==> src/rtl/dsm_input_stage.sv <==
// dsm_input_stage: the front end of the delta-sigma modulator.
// It accepts PCM samples over a valid/ready handshake and queues one sample ahead.
// It holds the current sample for OSR modulator ticks and generates the tick and
// frame strobes. It drives (held sample - feedback DAC level) to the first integrator.
// Optional feature: define DSM_INPUT_DITHER_EN to add a 16-bit LFSR LSB
// (seed 16'hACE1, advanced once per tick) as dither on o_data.
module dsm_input_stage #(
  parameter int DATA_WIDTH = 3,
  parameter int OUT_WIDTH  = 4,
  parameter int OSR        = 16,
  parameter int DIV        = 4,
  parameter int FB_LEVEL   = 3
) (
  input  logic                        i_clk,
  input  logic                        i_rst_n,
  input  logic                        i_en,
  input  logic                        i_valid,
  output logic                        o_ready,
  input  logic signed [DATA_WIDTH-1:0] i_data,
  input  logic                        i_fb,
  output logic                        o_sample,
  output logic                        o_frame,
  output logic signed [OUT_WIDTH-1:0] o_data,
  output logic                        o_underrun,
  input  logic                        i_clr_underrun
);

  localparam int DCW = (DIV > 1) ? $clog2(DIV) : 1;
  localparam int OCW = (OSR > 1) ? $clog2(OSR) : 1;
  localparam logic [DCW-1:0] DIV_LAST = DCW'(DIV - 1);
  localparam logic [OCW-1:0] OSR_LAST = OCW'(OSR - 1);
  localparam logic signed [OUT_WIDTH-1:0] FB_POS = OUT_WIDTH'(FB_LEVEL);
  localparam logic signed [OUT_WIDTH-1:0] FB_NEG = -FB_POS;

  if (OSR < 2) begin : g_osr_check
    $error("dsm_input_stage: OSR must be >= 2");
  end
  if (DIV < 2) begin : g_div_check
    $error("dsm_input_stage: DIV must be >= 2");
  end
  // Largest positive result (max sample + FB_LEVEL + dither 1) must fit in OUT_WIDTH.
  if ((2 ** (OUT_WIDTH - 1)) < ((2 ** (DATA_WIDTH - 1)) + FB_LEVEL + 1)) begin : g_width_check
    $error("dsm_input_stage: OUT_WIDTH too small for DATA_WIDTH and FB_LEVEL");
  end

  logic [DCW-1:0]                div_cnt;
  logic [OCW-1:0]                osr_cnt;
  logic signed [DATA_WIDTH-1:0]  cur;
  logic signed [DATA_WIDTH-1:0]  nxt;
  logic                          next_full;
  logic                          tick;
  logic                          frame;
  logic                          accept;
  logic signed [OUT_WIDTH-1:0]   cur_ext;
  logic signed [OUT_WIDTH-1:0]   fb_sel;
  logic signed [OUT_WIDTH-1:0]   dith;
  logic signed [OUT_WIDTH-1:0]   diff;

  assign o_ready = !next_full;

  // Decode the tick, the frame boundary and the handshake accept.
  always_comb begin
    tick   = 1'b0;
    frame  = 1'b0;
    accept = 1'b0;
    tick   = i_en && (div_cnt == DIV_LAST);
    frame  = tick && (osr_cnt == OSR_LAST);
    accept = i_valid && !next_full;
  end

  // Tick and frame counters with registered strobes; they freeze while i_en is low.
  always_ff @(posedge i_clk or negedge i_rst_n) begin
    if (!i_rst_n) begin
      div_cnt  <= '0;
      osr_cnt  <= '0;
      o_sample <= 1'b0;
      o_frame  <= 1'b0;
    end else begin
      o_sample <= tick;
      o_frame  <= frame;
      if (i_en) begin
        if (tick) begin
          div_cnt <= '0;
          osr_cnt <= (osr_cnt == OSR_LAST) ? '0 : osr_cnt + OCW'(1);
        end else begin
          div_cnt <= div_cnt + DCW'(1);
        end
      end
    end
  end

  // One-entry queue feeding the held sample; it promotes the queued sample at the frame boundary.
  always_ff @(posedge i_clk or negedge i_rst_n) begin
    if (!i_rst_n) begin
      cur       <= '0;
      nxt       <= '0;
      next_full <= 1'b0;
    end else if (frame && next_full) begin
      cur       <= nxt;
      next_full <= 1'b0;
    end else if (accept) begin
      nxt       <= i_data;
      next_full <= 1'b1;
    end
  end

  // Sticky underrun: a boundary with nothing queued sets it, and the set wins over a clear.
  always_ff @(posedge i_clk or negedge i_rst_n) begin
    if (!i_rst_n) begin
      o_underrun <= 1'b0;
    end else if (frame && !next_full) begin
      o_underrun <= 1'b1;
    end else if (i_clr_underrun) begin
      o_underrun <= 1'b0;
    end
  end

`ifdef DSM_INPUT_DITHER_EN
  logic [15:0] lfsr;
  logic        lfsr_fb;

  assign lfsr_fb = lfsr[15] ^ lfsr[13] ^ lfsr[12] ^ lfsr[10];

  // Fibonacci LFSR (taps 16,14,13,11) stepped once per modulator tick.
  always_ff @(posedge i_clk or negedge i_rst_n) begin
    if (!i_rst_n) begin
      lfsr <= 16'hACE1;
    end else if (tick) begin
      lfsr <= {lfsr[14:0], lfsr_fb};
    end
  end

  assign dith = {{(OUT_WIDTH-1){1'b0}}, lfsr[0]};
`else
  assign dith = '0;
`endif

  // Sign-extend the held sample and subtract the feedback DAC level. The width check guarantees no wrap.
  always_comb begin
    cur_ext = '0;
    fb_sel  = '0;
    diff    = '0;
    cur_ext = {{(OUT_WIDTH-DATA_WIDTH){cur[DATA_WIDTH-1]}}, cur};
    fb_sel  = i_fb ? FB_POS : FB_NEG;
    diff    = cur_ext - fb_sel + dith;
  end

  // Register the difference every cycle for the integrator input.
  always_ff @(posedge i_clk or negedge i_rst_n) begin
    if (!i_rst_n) begin
      o_data <= '0;
    end else begin
      o_data <= diff;
    end
  end

endmodule

==> config.mk <==
export PLATFORM = sky130hd
export DESIGN_NAME = dsm_input_stage
export DESIGN_NICKNAME = d
export VERILOG_FILES = /design/src/rtl/dsm_input_stage.sv
export SDC_FILE = /design/constraint.sdc
export NUM_CORES = 1
export LEC_CHECK = 0
export ABC_AREA = 0
export ABC_CLOCK_PERIOD_IN_PS = 1600
export CAP_MARGIN = 25
export CELL_PAD_IN_SITES_DETAIL_PLACEMENT = 0
export CELL_PAD_IN_SITES_GLOBAL_PLACEMENT = 1
export CORE_ASPECT_RATIO = 1.1
export CORE_UTILIZATION = 35
export CTS_CLUSTER_DIAMETER = 40
export DETAILED_ROUTE_END_ITERATION = 12
export PLACE_DENSITY_LB_ADDON = 0.1
export RECOVER_POWER = 100
export SYNTH_ARGS = -nofsm -noshare
export SYNTH_HDL_FRONTEND = slang
export SYNTH_SLANG_ARGS = --single-unit
==> constraint.sdc <==
create_clock -name i_clk -period 1.6 [get_ports i_clk]
set_clock_uncertainty 0.15 [all_clocks]
set_input_delay 0.32 -clock i_clk [delete_from_list [all_inputs] [get_ports i_clk]]
set_output_delay 0.32 -clock i_clk [all_outputs]
set_load 0.02 [all_outputs]
==> run summary <==
Main metrics from the flow reports.

The flow ran to the end, and the final reports show no timing, DRC or antenna violations. The area growth from synthesis to layout is 49.4%. The number of placed instances, taps included, is 121.

The highest fanout seen on the critical path is 4. The number of buffers created by CTS is 3. TritonCTS built the clock tree. Of the cells placed in the final design, the portion with a size suffix greater than 1 is 0.378. Hold timing on the final database bottoms out at a slack of 0.342 ns.

Measured on the finished design, the core utilization comes to 0.551. The largest individual stage delay along the critical path comes from the cell sky130_fd_sc_hd__dfrtp_1. The pre-CTS setup slack came out at -0.357 ns. The combined global-route utilization of all metal layers is 0.124. The die footprint came out at 2570 µm².

The detailed-routing iteration count for the pre-antenna-repair pass came out at 2. The path with the worst hold slack has its endpoint at osr_cnt[3]$_DFFE_PN0P_. The top cell types in the final layout, fill and taps aside, are 20 x sky130_fd_sc_hd__dfrtp_1, 16 x sky130_fd_sc_hd__buf_4, 7 x sky130_fd_sc_hd__clkdlybuf4s50_1, 7 x sky130_fd_sc_hd__dlygate4sd2_1. The register area is 500 µm².

The total of endpoints with negative setup slack in the final report came out at 0. The tally of max-capacitance violations is 0. After clock tree synthesis, the setup repair step added 0 buffers. The number of nets at the end of the flow is 113. The endpoint identified for the worst register-to-register timing path is cur[2]$_DFFE_PN0P_.

The slack of the worst reg-to-reg path came out at 0.04 ns. The required time at the worst-slack endpoint is 1.64 ns. The number of resized instances in the post-cts repair step is 10.

The routed wire length on met3 came out at 51 µm. The synthesized design spends more area on one cell type than any other, namely sky130_fd_sc_hd__dfrtp_1. The final timing report lists a max-slew violation count of 0. The average instance area after synthesis came out at 13.6 µm².

The pin count of the biggest net entering global routing is 21. The fraction of the core area occupied by cells at floorplan came out at 0.369. The critical path contains buffers and inverters numbering 0 combined. The number of H-tree levels is 1. The number of antenna violations at the first check in global routing is 0.

The total power divided by cell area is 1200 nW/µm². The warning count from the yosys run is 0. STA lists the startpoint of the worst register-to-register path as div_cnt[0]$_DFFE_PN0P_. In the global route stage, met3 resource usage came out at 0.0259. The HPWL reported at the end of detailed placement is 1.02 mm. The kind of end point of the critical path is a flip-flop. The worst-case vdd ir drop is 0.903 mV. The leakage power summed over all cells came out at 0.583 nW.

The most common logic cell in the final layout is sky130_fd_sc_hd__dfrtp_1. The mapped netlist covers 831 µm². The count of unresolved DRC violations after routing is 0.

The first global-routing pass estimated 2.31 mm of wire. The multi-input combinational cells in the finished layout cover a total of 373 µm². The final antenna diode tally reported by the flow is 0. The gate count after technology mapping came out at 61. In the final routed layout, each cell accounts on average for 11.1 µm. STA lists the startpoint of the worst hold path as osr_cnt[3]$_DFFE_PN0P_.

Per the gpl log, the routability congestion estimate is 0.720. The number of nets with antenna violations after routing is 0. The number of I/O pins came out at 17. The number of hold buffers added after CTS was 0.

After synthesis the netlist holds a flip-flop and latch count of 20. The number of cells in Yosys stat is 61. The clock-pin slew on the worst setup and hold paths came out at 0.11 ns.

In the finished design, the share of the clock period the worst path needs comes to 0.973. The final hold violation count recorded for this run is 0. The leftover overflow at the end of global routing is 0. The post-synth area from yosys stat came out at 831 µm².

Per STA, the worst path is made up of ha_4 -> nand3_4 -> nor3_4 -> mux2_4. For this block, the initial DRC count from the detailed router was 1. Per the detail_route log, met2 wirelength is 711 µm. The number of port buffers came out at 16. The area after detailed placement is 1130 µm².

Setup repair after global routing could not meet its margin everywhere. The least setup slack across all paths after layout is 0.0426 ns. The number of buffers on the longest clock path came out at 2. The worst setup path is of the flip-flop to flip-flop kind. The met1 layer usage reported by global route came out at 0.142. The count of clock tree sinks is 20. CTS placed an instance of sky130_fd_sc_hd__clkbuf_4 at the clock tree root. The area of the core is 2250 µm². The number of cells on the worst hold path came out at 1. The sum of negative setup slack came out at 0 ns. The total routed wire length on the met1 layer came out at 644 µm. The distinct cell type count of the synthesized netlist came out at 19. The largest incremental delay on the critical path came out at 0.41 ns.

Per the detail_route report, vias per standard cell equal 4.48. The slew at the pin closest to its max-slew limit is 0.487 ns. met2 is the most crowded layer. STA reports the tightest min-delay check as being of type flip-flop to flip-flop. The worst max-slew margin expressed relative to the limit came out at 0.675. The post-route minimum period is 1.56 ns. The data arrival time of the critical path is 1.60 ns. The number of filler instances in the final layout is 206. In the post-synthesis netlist, the biggest area contributors are sky130_fd_sc_hd__dfrtp_1 60%, sky130_fd_sc_hd__mux2_2 12%, sky130_fd_sc_hd__ha_1 6.0%. The OpenROAD warning count came out at 27.

The number of global-route vias before repair came to 576. The design area is 1240 µm². The total nets after synthesis is 75. The critical path launch point type is a flip-flop. The sequential cell area fraction in the yosys report is 0.602. The width of the die came out at 48.5 µm.

For this run, the top clock speed supported by timing is 642 MHz. The overall power came out at 1.49 mW. Per STA, the worst path accumulates the most delay in the family flip-flops. The logic depth of the worst register-to-register path is 4. From bottom edge to top edge, the die measures 53.1 µm. The routed wire length is 1.43 mm. The area share of the largest cell type after synthesis is 0.602. In this run the top signal layer used is met4.
## flip-flops by register name (all words and copies together) (netlist names)
signal	flops
o_data	4
osr_cnt	4
cur	3
nxt	3
div_cnt	2
next_full	1
o_frame	1
o_sample	1
o_underrun	1
## cell type report
cell class	count	area share
timing repair buffer	33	0.219
tap	30	0.0302
clock buffer	4	0.0292
inverter	6	0.0181
multi-input combinational	35	0.300
sequential	20	0.403
## where the power goes
group	leakage (nW)	total (mW)	switching [mW]	internal, mW
Clock	0.0210	0.289	0.150	0.139
Combinational	0.316	0.504	0.207	0.296
Sequential	0.246	0.694	0.0799	0.614
## how the worst max path moves through the flow
stage,start,end,slack (ns),depth (start not counted)
5_1_grt,div_cnt[1]$_DFFE_PN0P_,cur[2]$_DFFE_PN0P_,-0.02,4
6_report,div_cnt[0]$_DFFE_PN0P_,cur[2]$_DFFE_PN0P_,0.04,4
2_1_floorplan,div_cnt[0]$_DFFE_PN0P_,cur[0]$_DFFE_PN0P_,0.06,4
3_5_place_dp,i_fb,o_data[3]$_DFF_PN0_,-0.36,5
3_3_place_gp,i_fb,o_data[3]$_DFF_PN0_,-0.24,5
4_1_cts,next_full$_DFFE_PN0P_,o_ready,0.02,2
## logic make-up (layout without fill, tap and decap cells)
family,count (synthesis),count (layout),synth area share
DFF,20,20,0.602
adders and majority gates,5,5,0.0843
xor gates and xnor gates,3,3,0.0316
and+or+nand+nor,12,12,0.0813
muxes,9,9,0.122
AOI/OAI and AO/OA,6,6,0.0512
buffers and inverters,6,43,0.0271
## cells in the mapped netlist, drive strengths merged
cell,n
dfrtp,20
mux2,9
inv,6
nor2,5
ha,4
nand2,3
nand3,2
xor2,2
a2111oi,1
a21o,1
a21oi,1
fa,1
nor2b,1
nor3,1
o21ai,1
o31ai,1
o32ai,1
xnor2,1
Figure 1. Cell outlines without signal wires.
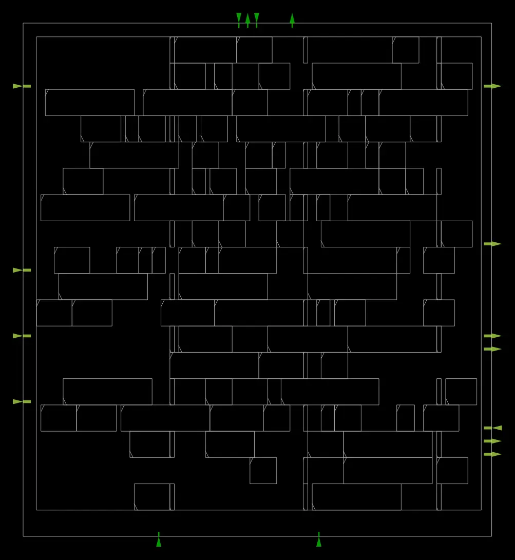
count of non-filler cells in the finished layout: 128
number of rows in the core area: 18

Figure 2. Routed clock nets over the placement.
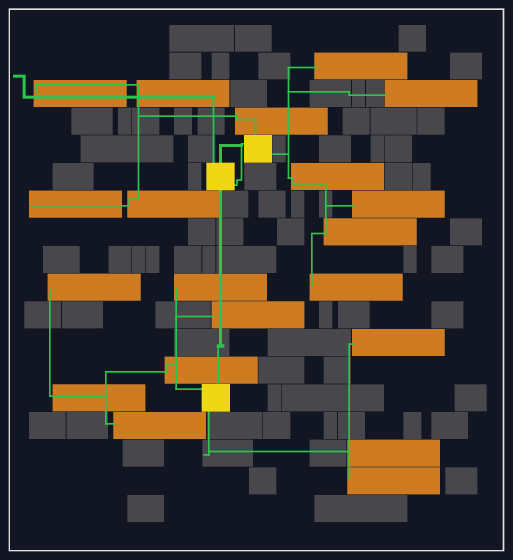
[clock wires] green | length: 239 µm
[flip-flops] orange | count: 20
[clock-net drivers] yellow | count: 3
flops lie: all over the die
share of power burned in the clock network: 0.194
later-pin clock latency in the skew report: 0.30 ns

Figure 3. Met2 routing.
Bar = 10 µm.
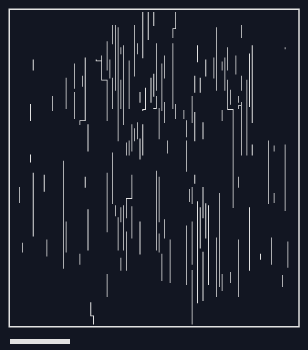
share of all routed wire: 50%
nets with wire on the layer: 98
longest straight run: 19.0 µm
main direction: vertical
total via count after detailed routing: 574
met2 capacity usage during global routing: 0.223

No activity file was given, so power comes from the tool's default toggle rates.
